--- config.mk ---
export PLATFORM = sky130hd
export DESIGN_NAME = battleship_game_ctrl_flat
export DESIGN_NICKNAME = d
export VERILOG_FILES = /design/src/rtl/battleship_pkg.sv /design/src/rtl/battleship_game_ctrl_if.sv /design/src/rtl/battleship_turn_timer.sv /design/src/rtl/battleship_game_ctrl.sv /design/src/flat_wrapper.sv
export SDC_FILE = /design/constraint.sdc
export NUM_CORES = 1
export LEC_CHECK = 0
export ABC_AREA = 0
export CAP_MARGIN = 10
export CORE_MARGIN = 2
export CORE_UTILIZATION = 50
export CTS_CLUSTER_DIAMETER = 40
export DETAILED_ROUTE_END_ITERATION = 8
export GPL_ROUTABILITY_DRIVEN = 0
export PLACE_DENSITY = 0.75
export SETUP_SLACK_MARGIN = 0.4
export SYNTH_ARGS = -nofsm -noshare
export SYNTH_HDL_FRONTEND = slang
export SYNTH_HIERARCHICAL = 1
export SYNTH_SLANG_ARGS = --single-unit
--- constraint.sdc ---
create_clock -name clk -period 3.3 [get_ports clk]
set_input_delay 0.495 -clock clk [delete_from_list [all_inputs] [get_ports clk]]
set_output_delay 0.495 -clock clk [all_outputs]
set_load 0.03 [all_outputs]
--- src/rtl/battleship_pkg.sv ---
// Shared types and helpers for the battleship game controller: phase encoding,
// fleet sizing limits, winner codes and small arithmetic helpers.
package battleship_pkg;

  localparam int MAX_SHIPS = 5;
  localparam int LIFE_W    = 4;

  localparam logic [1:0] WIN_NONE   = 2'd0;
  localparam logic [1:0] WIN_PLAYER = 2'd1;
  localparam logic [1:0] WIN_PC     = 2'd2;

  typedef enum logic [2:0] {
    PH_IDLE        = 3'd0,
    PH_PLACE       = 3'd1,
    PH_PC_PLACE    = 3'd2,
    PH_PLAYER_TURN = 3'd3,
    PH_PLAYER_WAIT = 3'd4,
    PH_PC_DELAY    = 3'd5,
    PH_PC_WAIT     = 3'd6,
    PH_GAME_OVER   = 3'd7
  } phase_e;

  function automatic logic [2:0] clamp_ships(input logic [2:0] req);
    if (req == 3'd0) return 3'd1;
    if (req > 3'(MAX_SHIPS)) return 3'(MAX_SHIPS);
    return req;
  endfunction

  // Ships have lengths N, N-1, ..., 1, so the fleet occupies N*(N+1)/2 cells.
  function automatic logic [LIFE_W-1:0] fleet_cells(input logic [2:0] n);
    int cells;
    cells = (int'(n) * (int'(n) + 1)) / 2;
    return LIFE_W'(cells);
  endfunction

  function automatic logic [LIFE_W-1:0] sat_dec(input logic [LIFE_W-1:0] v);
    return (v == '0) ? v : v - LIFE_W'(1);
  endfunction

endpackage

--- src/rtl/battleship_game_ctrl_if.sv ---
// Board-side signal bundle of the game controller. The controller drives the
// master side; the board / PC opponent logic sits on the slave side.
interface battleship_game_ctrl_if;
  import battleship_pkg::*;

  // Strobes (place_en, pc_place_start, shot_en, pc_shot_en) are single-cycle
  // registered pulses; shot_valid / pc_valid are only accepted while the
  // controller is waiting for that result, pc_place_done is a level.
  logic [2:0]        barcos;
  logic              attack;
  logic              poner;
  logic              place_ok;
  logic              place_en;
  logic [2:0]        ship_len;
  logic              pc_place_start;
  logic              pc_place_done;
  logic              shot_en;
  logic              auto_fire;
  logic              shot_valid;
  logic              shot_hit;
  logic              pc_shot_en;
  logic              pc_valid;
  logic              pc_hit;
  logic [2:0]        phase;
  logic [1:0]        winner;
  logic [LIFE_W-1:0] life_player;
  logic [LIFE_W-1:0] life_pc;

  modport master (
    input  barcos, attack, poner, place_ok, pc_place_done,
           shot_valid, shot_hit, pc_valid, pc_hit,
    output place_en, ship_len, pc_place_start, shot_en, auto_fire,
           pc_shot_en, phase, winner, life_player, life_pc
  );

  modport slave (
    output barcos, attack, poner, place_ok, pc_place_done,
           shot_valid, shot_hit, pc_valid, pc_hit,
    input  place_en, ship_len, pc_place_start, shot_en, auto_fire,
           pc_shot_en, phase, winner, life_player, life_pc
  );

endinterface

--- src/rtl/battleship_turn_timer.sv ---
// Loadable down-counter shared by the player turn timeout and the PC think delay.
// expire is high for the single enabled cycle in which the count is 1.
module battleship_turn_timer #(
  parameter int W = 32
) (
  input  logic         clk,
  input  logic         reset,
  input  logic         load,
  input  logic [W-1:0] load_val,
  input  logic         en,
  output logic         expire
);

  logic [W-1:0] cnt_q, cnt_d;

  // A zero load is treated as one so the phase still ends after one cycle.
  always_comb begin
    cnt_d = cnt_q;
    if (load) begin
      cnt_d = (load_val == '0) ? W'(1) : load_val;
    end else if (en && (cnt_q != '0)) begin
      cnt_d = cnt_q - W'(1);
    end
  end

  always_ff @(posedge clk or posedge reset) begin
    if (reset) begin
      cnt_q <= '0;
    end else begin
      cnt_q <= cnt_d;
    end
  end

  assign expire = en && !load && (cnt_q == W'(1));

endmodule

--- src/rtl/battleship_game_ctrl.sv ---
// Battleship game sequencer: ship placement, PC fleet handshake, alternating
// player/PC shots with a turn timeout, life tracking and winner detection.
module battleship_game_ctrl
  import battleship_pkg::*;
#(
  parameter int TURN_CYCLES     = 750000000,
  parameter int PC_DELAY_CYCLES = 50000000
) (
  input  logic                   clk,
  input  logic                   reset,
  battleship_game_ctrl_if.master bus
);

  localparam logic [2:0] S_IDLE        = PH_IDLE;
  localparam logic [2:0] S_PLACE       = PH_PLACE;
  localparam logic [2:0] S_PC_PLACE    = PH_PC_PLACE;
  localparam logic [2:0] S_PLAYER_TURN = PH_PLAYER_TURN;
  localparam logic [2:0] S_PLAYER_WAIT = PH_PLAYER_WAIT;
  localparam logic [2:0] S_PC_DELAY    = PH_PC_DELAY;
  localparam logic [2:0] S_PC_WAIT     = PH_PC_WAIT;
  localparam logic [2:0] S_GAME_OVER   = PH_GAME_OVER;

  localparam logic [31:0] TURN_LOAD  = 32'(TURN_CYCLES);
  localparam logic [31:0] DELAY_LOAD = 32'(PC_DELAY_CYCLES);

  logic [2:0]        state_q, state_d;
  logic [2:0]        ship_len_q, ship_len_d;
  logic [LIFE_W-1:0] life_player_q, life_player_d;
  logic [LIFE_W-1:0] life_pc_q, life_pc_d;
  logic [1:0]        winner_q, winner_d;
  logic              place_en_q, place_en_d;
  logic              pc_place_start_q, pc_place_start_d;
  logic              shot_en_q, shot_en_d;
  logic              auto_fire_q, auto_fire_d;
  logic              pc_shot_en_q, pc_shot_en_d;

  logic              timer_load;
  logic              timer_en;
  logic              timer_expire;
  logic [31:0]       timer_val;
  logic [2:0]        n_ships;

  battleship_turn_timer #(.W(32)) u_timer (
    .clk      (clk),
    .reset    (reset),
    .load     (timer_load),
    .load_val (timer_val),
    .en       (timer_en),
    .expire   (timer_expire)
  );

  always_comb begin
    state_d          = state_q;
    ship_len_d       = ship_len_q;
    life_player_d    = life_player_q;
    life_pc_d        = life_pc_q;
    winner_d         = winner_q;
    place_en_d       = 1'b0;
    pc_place_start_d = 1'b0;
    shot_en_d        = 1'b0;
    auto_fire_d      = 1'b0;
    pc_shot_en_d     = 1'b0;
    timer_load       = 1'b0;
    timer_val        = TURN_LOAD;
    timer_en         = (state_q == S_PLAYER_TURN) || (state_q == S_PC_DELAY);
    n_ships          = clamp_ships(bus.barcos);

    case (state_q)
      S_IDLE: begin
        if (bus.attack) begin
          ship_len_d    = n_ships;
          life_player_d = fleet_cells(n_ships);
          life_pc_d     = fleet_cells(n_ships);
          state_d       = S_PLACE;
        end
      end

      S_PLACE: begin
        if (bus.poner && bus.place_ok) begin
          place_en_d = 1'b1;
          ship_len_d = ship_len_q - 3'd1;
          if (ship_len_q <= 3'd1) state_d = S_PC_PLACE;
        end
      end

      // The last place_en is still high on the first PC_PLACE cycle, so the
      // PC start strobe is issued one cycle later to keep strobes disjoint.
      S_PC_PLACE: begin
        pc_place_start_d = place_en_q;
        if (bus.pc_place_done && !place_en_q) begin
          state_d    = S_PLAYER_TURN;
          timer_load = 1'b1;
          timer_val  = TURN_LOAD;
        end
      end

      S_PLAYER_TURN: begin
        if (bus.attack) begin
          shot_en_d = 1'b1;
          state_d   = S_PLAYER_WAIT;
        end else if (timer_expire) begin
          shot_en_d   = 1'b1;
          auto_fire_d = 1'b1;
          state_d     = S_PLAYER_WAIT;
        end
      end

      S_PLAYER_WAIT: begin
        if (bus.shot_valid) begin
          if (bus.shot_hit) life_pc_d = sat_dec(life_pc_q);
          if (life_pc_d == '0) begin
            winner_d = WIN_PLAYER;
            state_d  = S_GAME_OVER;
          end else begin
            state_d    = S_PC_DELAY;
            timer_load = 1'b1;
            timer_val  = DELAY_LOAD;
          end
        end
      end

      S_PC_DELAY: begin
        if (timer_expire) begin
          pc_shot_en_d = 1'b1;
          state_d      = S_PC_WAIT;
        end
      end

      S_PC_WAIT: begin
        if (bus.pc_valid) begin
          if (bus.pc_hit) life_player_d = sat_dec(life_player_q);
          if (life_player_d == '0) begin
            winner_d = WIN_PC;
            state_d  = S_GAME_OVER;
          end else begin
            state_d    = S_PLAYER_TURN;
            timer_load = 1'b1;
            timer_val  = TURN_LOAD;
          end
        end
      end

      S_GAME_OVER: begin
      end

      default: begin
        state_d = S_IDLE;
      end
    endcase
  end

  always_ff @(posedge clk or posedge reset) begin
    if (reset) begin
      state_q          <= S_IDLE;
      ship_len_q       <= '0;
      life_player_q    <= '0;
      life_pc_q        <= '0;
      winner_q         <= WIN_NONE;
      place_en_q       <= 1'b0;
      pc_place_start_q <= 1'b0;
      shot_en_q        <= 1'b0;
      auto_fire_q      <= 1'b0;
      pc_shot_en_q     <= 1'b0;
    end else begin
      state_q          <= state_d;
      ship_len_q       <= ship_len_d;
      life_player_q    <= life_player_d;
      life_pc_q        <= life_pc_d;
      winner_q         <= winner_d;
      place_en_q       <= place_en_d;
      pc_place_start_q <= pc_place_start_d;
      shot_en_q        <= shot_en_d;
      auto_fire_q      <= auto_fire_d;
      pc_shot_en_q     <= pc_shot_en_d;
    end
  end

  assign bus.phase          = state_q;
  assign bus.ship_len       = ship_len_q;
  assign bus.life_player    = life_player_q;
  assign bus.life_pc        = life_pc_q;
  assign bus.winner         = winner_q;
  assign bus.place_en       = place_en_q;
  assign bus.pc_place_start = pc_place_start_q;
  assign bus.shot_en        = shot_en_q;
  assign bus.auto_fire      = auto_fire_q;
  assign bus.pc_shot_en     = pc_shot_en_q;

endmodule

--- src/flat_wrapper.sv ---
// flat-port wrapper written by rule: the top's interface ports become plain ports
module battleship_game_ctrl_flat import battleship_pkg::*;
#(
  parameter int TURN_CYCLES     = 750000000,
  parameter int PC_DELAY_CYCLES = 50000000
)
  (clk, reset, bus_barcos, bus_attack, bus_poner, bus_place_ok, bus_pc_place_done, bus_shot_valid, bus_shot_hit, bus_pc_valid, bus_pc_hit, bus_place_en, bus_ship_len, bus_pc_place_start, bus_shot_en, bus_auto_fire, bus_pc_shot_en, bus_phase, bus_winner, bus_life_player, bus_life_pc);
  battleship_game_ctrl_if bus_i ();
  input  logic clk;
  input  logic reset;
  input wire logic [$bits(bus_i.barcos)-1:0] bus_barcos;
  input wire logic [$bits(bus_i.attack)-1:0] bus_attack;
  input wire logic [$bits(bus_i.poner)-1:0] bus_poner;
  input wire logic [$bits(bus_i.place_ok)-1:0] bus_place_ok;
  input wire logic [$bits(bus_i.pc_place_done)-1:0] bus_pc_place_done;
  input wire logic [$bits(bus_i.shot_valid)-1:0] bus_shot_valid;
  input wire logic [$bits(bus_i.shot_hit)-1:0] bus_shot_hit;
  input wire logic [$bits(bus_i.pc_valid)-1:0] bus_pc_valid;
  input wire logic [$bits(bus_i.pc_hit)-1:0] bus_pc_hit;
  output wire logic [$bits(bus_i.place_en)-1:0] bus_place_en;
  output wire logic [$bits(bus_i.ship_len)-1:0] bus_ship_len;
  output wire logic [$bits(bus_i.pc_place_start)-1:0] bus_pc_place_start;
  output wire logic [$bits(bus_i.shot_en)-1:0] bus_shot_en;
  output wire logic [$bits(bus_i.auto_fire)-1:0] bus_auto_fire;
  output wire logic [$bits(bus_i.pc_shot_en)-1:0] bus_pc_shot_en;
  output wire logic [$bits(bus_i.phase)-1:0] bus_phase;
  output wire logic [$bits(bus_i.winner)-1:0] bus_winner;
  output wire logic [$bits(bus_i.life_player)-1:0] bus_life_player;
  output wire logic [$bits(bus_i.life_pc)-1:0] bus_life_pc;
  assign bus_i.barcos = bus_barcos;
  assign bus_i.attack = bus_attack;
  assign bus_i.poner = bus_poner;
  assign bus_i.place_ok = bus_place_ok;
  assign bus_i.pc_place_done = bus_pc_place_done;
  assign bus_i.shot_valid = bus_shot_valid;
  assign bus_i.shot_hit = bus_shot_hit;
  assign bus_i.pc_valid = bus_pc_valid;
  assign bus_i.pc_hit = bus_pc_hit;
  assign bus_place_en = bus_i.place_en;
  assign bus_ship_len = bus_i.ship_len;
  assign bus_pc_place_start = bus_i.pc_place_start;
  assign bus_shot_en = bus_i.shot_en;
  assign bus_auto_fire = bus_i.auto_fire;
  assign bus_pc_shot_en = bus_i.pc_shot_en;
  assign bus_phase = bus_i.phase;
  assign bus_winner = bus_i.winner;
  assign bus_life_player = bus_i.life_player;
  assign bus_life_pc = bus_i.life_pc;
  battleship_game_ctrl #(.TURN_CYCLES(TURN_CYCLES), .PC_DELAY_CYCLES(PC_DELAY_CYCLES)) u_core (.clk(clk), .reset(reset), .bus(bus_i));
endmodule
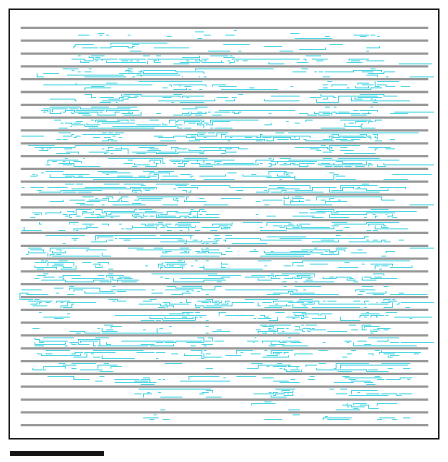
Figure 1: run 1, signal wires on met1.
Scale bar: 20 µm. Supply wires on this layer in grey.
The layer carries 4140 µm of wire. The layer holds 42% of the routed length. The longest straight run is 27.6 µm. 513 nets have wire on it. The wires run mostly horizontal.
routed wire length: 9.95 mm
GR Layer Usage met1: 31.2%
Vias: 3720

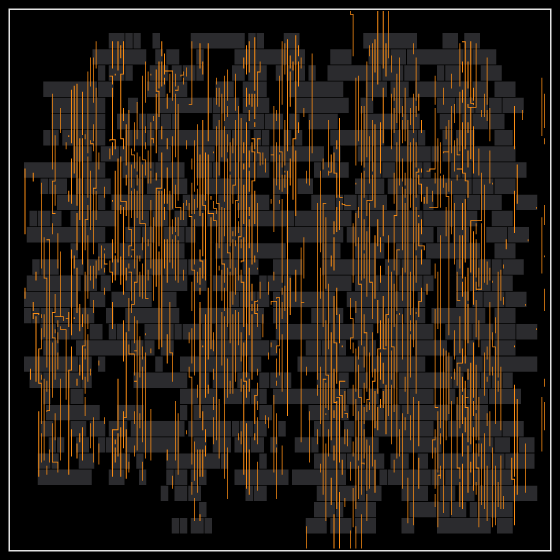
Figure 2: run 1, the metal 2 layer.
Cells faint in the background.
The layer carries 5260 µm of wire. The layer holds 53% of the routed length. The longest straight run is 49.3 µm.
met2 usage: 44.9%

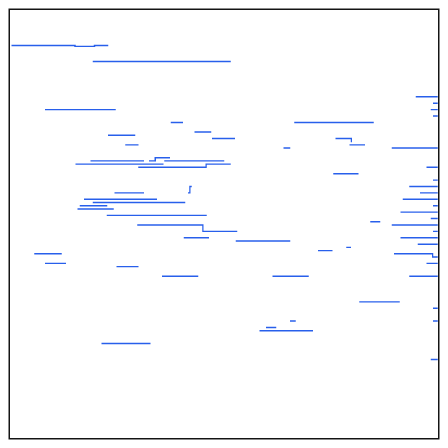
Figure 3: run 1, met3 routing.
The wires run mostly horizontal. The layer holds 4.5% of the routed length. The longest straight run is 29.0 µm. 53 nets have wire on it.

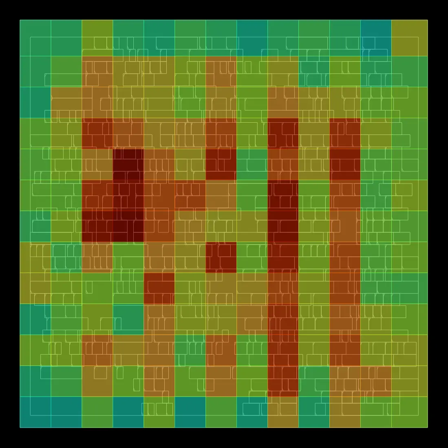
Figure 4: run 1, routing congestion.
routed len/inst: 15.7 µm
Total GRT Usage: 25.1%

==> results.toml, run 1 <==
# flow metrics
[worst_setup_path]
cp.arrival_ns = 3.16
reg2reg_depth = 15
startpoint_type = "flip-flop"
r2r_slack_ns = 0.35

[sta]
relSlewSlack_pct = 45.5
fin_worst_skew_ns = 0.0118
fin_crit_sh_pct = 89.5
hold_ws_ns = 0.514

[cells_and_area]
instances_no_fill = 634
final_nets = 562
area_growth_pct = 30.7
clock_area_share_pct = 2.34
multi_input_comb_cells = 385
comb_share_pct = 53.9
drive_gt1_share_pct = 20.7

[power_and_ir_drop]
pwr-share-clk_pct = 11.4
internal-power_w = 0.00219
p_seq_share_pct = 32.2
p_switching_w = 0.00189
power.group.top = "combinational logic"
p_seq_w = 0.00131

[synthesis]
postSynthAreaPerCell_um2 = 8.57
synth-seq-cells = 53
edf_count = 0
ys_cells = 440
ys_seq_share_pct = 35.2
yosys.cell_types.count = 75

[clock_tree]
root_buffer = "clkbuf_8"
cts_tree = "built"
insertion_delay_ns = 0.32

[global_routing]
grtUsageMet3_pct = 3.34
grt_overflow_total = 0

[status]
status = "completed"

[floorplanning]
rows = 31
fp.dieH_um = 90.8

[flow_run]
warnings = 33

[routing]
vias_per_cell = 5.87
first_pass_iters = 4
topRoutingLayerUsed = "met4"
==> run 1: registers in the layout (all words and copies together) (netlist names) <==
signal,flops
u_core/bus.shot_en,1
u_core/bus.auto_fire,1
u_core/bus.pc_place_start,1
u_core/bus.life_player,4
u_core/bus.phase,3
u_core/bus.ship_len,3
u_core/bus.place_en,1
u_core/bus.winner,2
u_core/bus.pc_shot_en,1
u_core/u_timer/cnt_q,32
u_core/bus.life_pc,4
==> run 1: synthesized netlist by cell type, types with 4 or more instances <==
cell type  count
dfrtp_1       53
nor2_1        47
nand2_1       36
o21ai_0       24
inv_1         21
or4_1         20
a21oi_1       19
a31oi_1       18
nor4_1        14
ha_1          12
clkbuf_1      11
nor3_1        11
nand3_1        9
or3_1          9
nand2b_1       7
o211ai_1       7
nand4_1        6
nor2b_1        6
o31ai_1        6
buf_2          5
o311ai_0       5
xnor2_1        5
and2_1         4
or2_2          4
==> run 1: logic make-up after synthesis <==
group	Yosys count	share of synthesized area, %
AND-OR/OR-AND	115	20.6
flip-flops	53	35.2
adder cells (fa/ha/maj)	15	5.57
AND/OR/NAND/NOR	207	31.9
buffers and inverters	37	3.85
XOR/XNOR	8	1.86
multiplexers	3	0.863
other	2	0.199
==> run 1: critical path, stage by stage, from the launching register on <==
cell,delay [ns]
dfrtp_2,0.42
inv_2,0.09
ha_4,0.16
inv_1,0.04
a2111oi_0,0.48
o22a_2,0.27
nand3b_4,0.15
nand2_4,0.06
nor2_4,0.07
nand4_1,0.14
nor4_4,0.20
nand2b_4,0.19
o21ai_2,0.07
a2bb2oi_4,0.19
and4_4,0.26
a211oi_2,0.05
## Run 2: what changed since run 1
CORE_UTILIZATION = 38   (was 50)
PLACE_DENSITY = 0.6   (was 0.75)
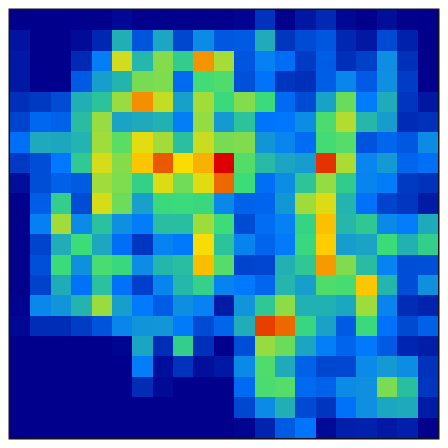
Figure 5: run 2, signal metal coverage by tile.
21 x 21 tiles, from dark blue (low) to red (high), scaled to the fullest tile. Values are wire area over tile area, all layers added.
16% of the tiles are over half the peak. The emptiest ninth of the die: lower left. The mean over all tiles is 0.15.
routed len/inst: 15.9 µm
Total GRT Usage: 20.5%
routed wire length: 10.8 mm
Vias: 3773

==> results.toml, run 2 <==
# flow metrics
[global_routing]
grt_pass1_vias = 3641
grt_start_max_net_pins = 33
grt_overflow_total = 0
antenna_found_initial = 0
grt_first_pass_wirelength_mm = 18.4

[worst_setup_path]
reg2reg_depth = 15
required_ns = 3.50
crit_path_end = "u_core/bus.phase[1]"
startpoint = "u_core/bus.life_pc[0]"
cp.arrival_ns = 3.22
startpoint_type = "flip-flop"
cpLargestDelayFamily = "simple AND/OR/NAND/NOR gates"
cp_slowest_stage_delay_ns = 0.44
path_max_fanout = 6
cpMaxStageDelayCell = "dfrtp_2"
cp.depth = 15
critPathCaptureType = "flip-flop"
crit_chain = "inv_4 -> ha_4 -> or3b_4 -> a21oi_4 -> o22a_2 -> nand3b_4 -> nand2_4 -> nor2_4 -> nand4_1 -> nor4_4 -> nand2b_4 -> nor3_2 -> nor2_2 -> and4_4 -> a211oi_2"
cp_num_buf_inv = 1
r2r_slack_ns = 0.28

[cells_and_area]
final_cell_mix = "48 x dfrtp_1, 43 x nor2_1, 38 x buf_4"
antenna_cells = 0
regMostFlops = "u_core/u_timer/cnt_q"
area_growth_pct = 34.5
largest_reg_flops = 32
mostFrequentLayoutCell = "dfrtp_1"
final_nets = 572
drive_gt1_share_pct = 23.1
instances_no_fill = 678

[clock_tree]
cts.clk_slew.worst_paths_ns = 0.11
cts_hold_buffers = 0
cts_tree = "built"
insertion_delay_ns = 0.31
clock_path_buffers = 2
cts.sinks = 53
root_buffer = "clkbuf_8"

[sta]
fin_crit_sh_pct = 91.6
tightest_slew_ns = 0.834
tns_ns = 0
fin_worst_skew_ns = 0.0135
rsz0062_at_grt = "yes"
post-route-min-period_ns = 3.02
hold_ws_ns = 0.512
slew_viol_final = 0
relSlewSlack_pct = 44.4

[floorplanning]
fp.dieW_um = 104
core-area_um2 = 9680
fp.dieH_um = 104
rows = 36
chipArea_um2 = 10700
fp_util_pct = 38.9
io-pin-count = 34

[synthesis]
edf_count = 0
flop_cell = "dfrtp_1"
synth_chip_area_um2 = 3770
syn_inst = 440
synth-seq-cells = 53
postSynthAreaPerCell_um2 = 8.57
synth_top_area_share_pct = 35.2
largest_area_cell = "dfrtp_1"
yosys.cell_types.count = 75
yosys_warnings = 6
ys_async_sr_fraction_pct = 100
netlist_area_um2 = 3770
most_common_cell = "dfrtp_1"
ys_cells = 440
yosys-top-cells-count = "53 x dfrtp_1, 47 x nor2_1, 36 x nand2_1"
ys_seq_share_pct = 35.2

[min_path]
hold_depth = 1
hp-class = "flip-flop to flip-flop"

[placement]
place_area_um2 = 4670
dp.cells = 648
dp_slack_ns = -0.241

[power_and_ir_drop]
total_power_w = 0.00419
powerDensity_nw_per_um2 = 827
ir_drop_uv = 415

[status]
status = "completed"

[routing]
vias_per_cell = 5.56
first_pass_iters = 5

[flow_run]
warnings = 33
## run 2: metal layers
metal	GRT usage, %	share of wire, %	up-vias
met5	0	0	-
met4	3.86	0.57	0
met3	2.64	3.4	4
met2	37.3	52	86
met1	26.3	44	1844
li1	-	-	1839
## run 2: cells by family after synthesis
group,share of synthesized area (%)
fa+ha+maj,5.57
mux,0.863
xor+xnor,1.86
compound gates,20.6
flops,35.2
other cells,0.199
buf+inv,3.85
simple gates,31.9
## run 2: how the worst min path moves through the flow
stage                                   start                        end
after floorplan                         reset       u_core/bus.auto_fire
after global placement    u_core/bus.place_en  u_core/bus.pc_place_start
after detailed placement  u_core/bus.place_en  u_core/bus.pc_place_start
after CTS                 u_core/bus.place_en  u_core/bus.pc_place_start
after global routing      u_core/bus.place_en  u_core/bus.pc_place_start
final                     u_core/bus.place_en  u_core/bus.pc_place_start
## run 2: timing repair
item,4_1_cts,5_1_grt
pin swaps,12,16
resized,17,26
endpoints found under the setup margin,9,14
setup buffers,14,8
## run 2: where the power goes
group	internal [W]	switching, W
sequential	0.000941	0.000376
clock	0.000228	0.000238
combinational	0.00107	0.00134
## run 2: cell type report
| class | instances | area, µm² |
|---|---|---|
| Tap cell | 133 | 166 |
| Inverter | 21 | 81.3 |
| Clock buffer | 5 | 68.8 |
| Clock inverter | 3 | 46.3 |
| Sequential cell | 53 | 1330 |
| Multi-Input combinational cell | 385 | 2690 |
| Timing Repair Buffer | 78 | 691 |
| Fill cell | 918 | 4610 |
## Run 3: what changed since run 2
SYNTH_HIERARCHICAL = unset   (was 1)
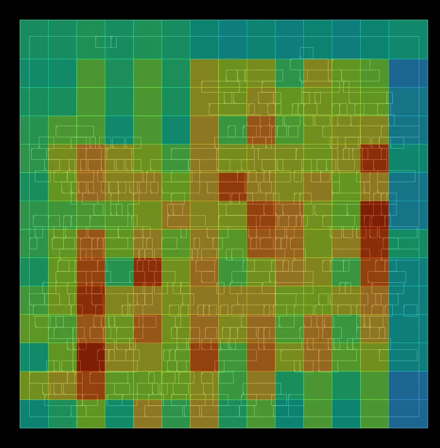
Figure 6: run 3, routing congestion.
met2 usage: 29.5%
routed len/inst: 15.6 µm
Top Usage Layer GRT: met2

==> results.toml, run 3 <==
# flow metrics
[status]
status = "completed"

[synthesis]
yosys.cell_types.count = 69
yosys-top-cells-count = "53 x dfrtp_1, 42 x nor2_1, 28 x nand2_1"
synth-seq-cells = 53
synth_chip_area_um2 = 3440
ys_async_sr_fraction_pct = 100
synth_top_area_share_pct = 38.5
netlist_area_um2 = 3440

[sta]
post-route-min-period_ns = 2.74
fin_worst_skew_ns = 0.0114

[placement]
place_area_um2 = 3990
dp.cells = 522

[floorplanning]
fp_util_pct = 39.3
chipArea_um2 = 9840
rows = 34

[power_and_ir_drop]
powerDensity_nw_per_um2 = 384
p_switching_w = 0.000492
internal-power_w = 0.00109

[cells_and_area]
instances_no_fill = 531
logic_area_um2 = 2050
fillerInstances = 861
regMostFlops = "u_core.u_timer.cnt_q"
drive_gt1_share_pct = 14.4
antenna_cells = 0

[clock_tree]
cts.clk_slew.worst_paths_ns = 0.10
cts.sinks = 53
root_buffer = "clkbuf_8"
clock_path_buffers = 2
cts_tree = "built"

[global_routing]
antenna_found_initial = 0
grt_use_met1_pct = 23.6
grt_first_pass_wirelength_mm = 14.1
grt_start_max_net_pins = 22
grt_overflow_total = 0

[worst_setup_path]
reg2reg_depth = 8
crit_path_end = "u_core.bus.life_player[3]"
r2r_slack_ns = 0.76
cp_num_buf_inv = 3

[routing]
first_pass_iters = 5
route.met2.wl_mm = 4.03
vias = 2878

[min_path]
hp-class = "primary input to async pin"
## run 3: cell types whose count changed in the layout (fill, tap and decap cells not counted), moves of 10 or more
cell	delta
buf_4	-24
xnor2_1	+12
conb_1	-36
xor2_1	+11
nor3_1	+10
or4_1	-17
a31oi_1	-15
## run 3: timing repair
item | 4_1_cts | 5_1_grt
endpoints found under the hold margin | 0 | 0
endpoints found under the setup margin | 4 | 5
pin swaps | 8 | 1
hold buffers | 0 | 0
setup buffers | 0 | 1
gates resized | 8 | 4
gates cloned | 0 | 0
## run 3: area by class of cell
| class | count | share of cell area (%) |
|---|---|---|
| repair buffers | 47 | 10.3 |
| clock inverters | 2 | 0.941 |
| clock buffers | 6 | 1.76 |
| inverters | 19 | 1.73 |
| multi-input cells | 296 | 49.8 |
| flip-flops and latches | 53 | 32.2 |
| well taps | 108 | 3.28 |
## run 3: cell families (layout without fill, tap and decap cells)
family / after synthesis / in the layout / share of synthesized area (%)
flops: 53 / 53 / 38.5
fa+ha+maj: 14 / 14 / 5.52
compound gates: 78 / 78 / 15.8
buf+inv: 28 / 74 / 3.13
other cells: 1 / 1 / 0.109
xor+xnor: 32 / 32 / 8.14
mux: 1 / 1 / 0.291
simple gates: 170 / 170 / 28.5
## run 3: worst register-to-register path, stage by stage, from the launching register on
cell and delay (ns):
dfrtp_1 0.45, inv_1 0.10, ha_1 0.26, or3b_1 0.38, and3b_1 0.19, a2111o_1 0.47
nor2b_1 0.25, nor2_2 0.25, nand2_1 0.08
## run 3: power groups by stage
stage                     combinational, W  sequential (W)  clock [W]
after global placement            0.000316        0.000804          0
after CTS                         0.000329        0.000795   0.000474
final                             0.000328        0.000793   0.000461
after global routing              0.000367        0.000806   0.000500
after floorplan                   0.000226        0.000799          0
after detailed placement          0.000324        0.000808          0
Power is estimated from default activity; no workload was simulated.
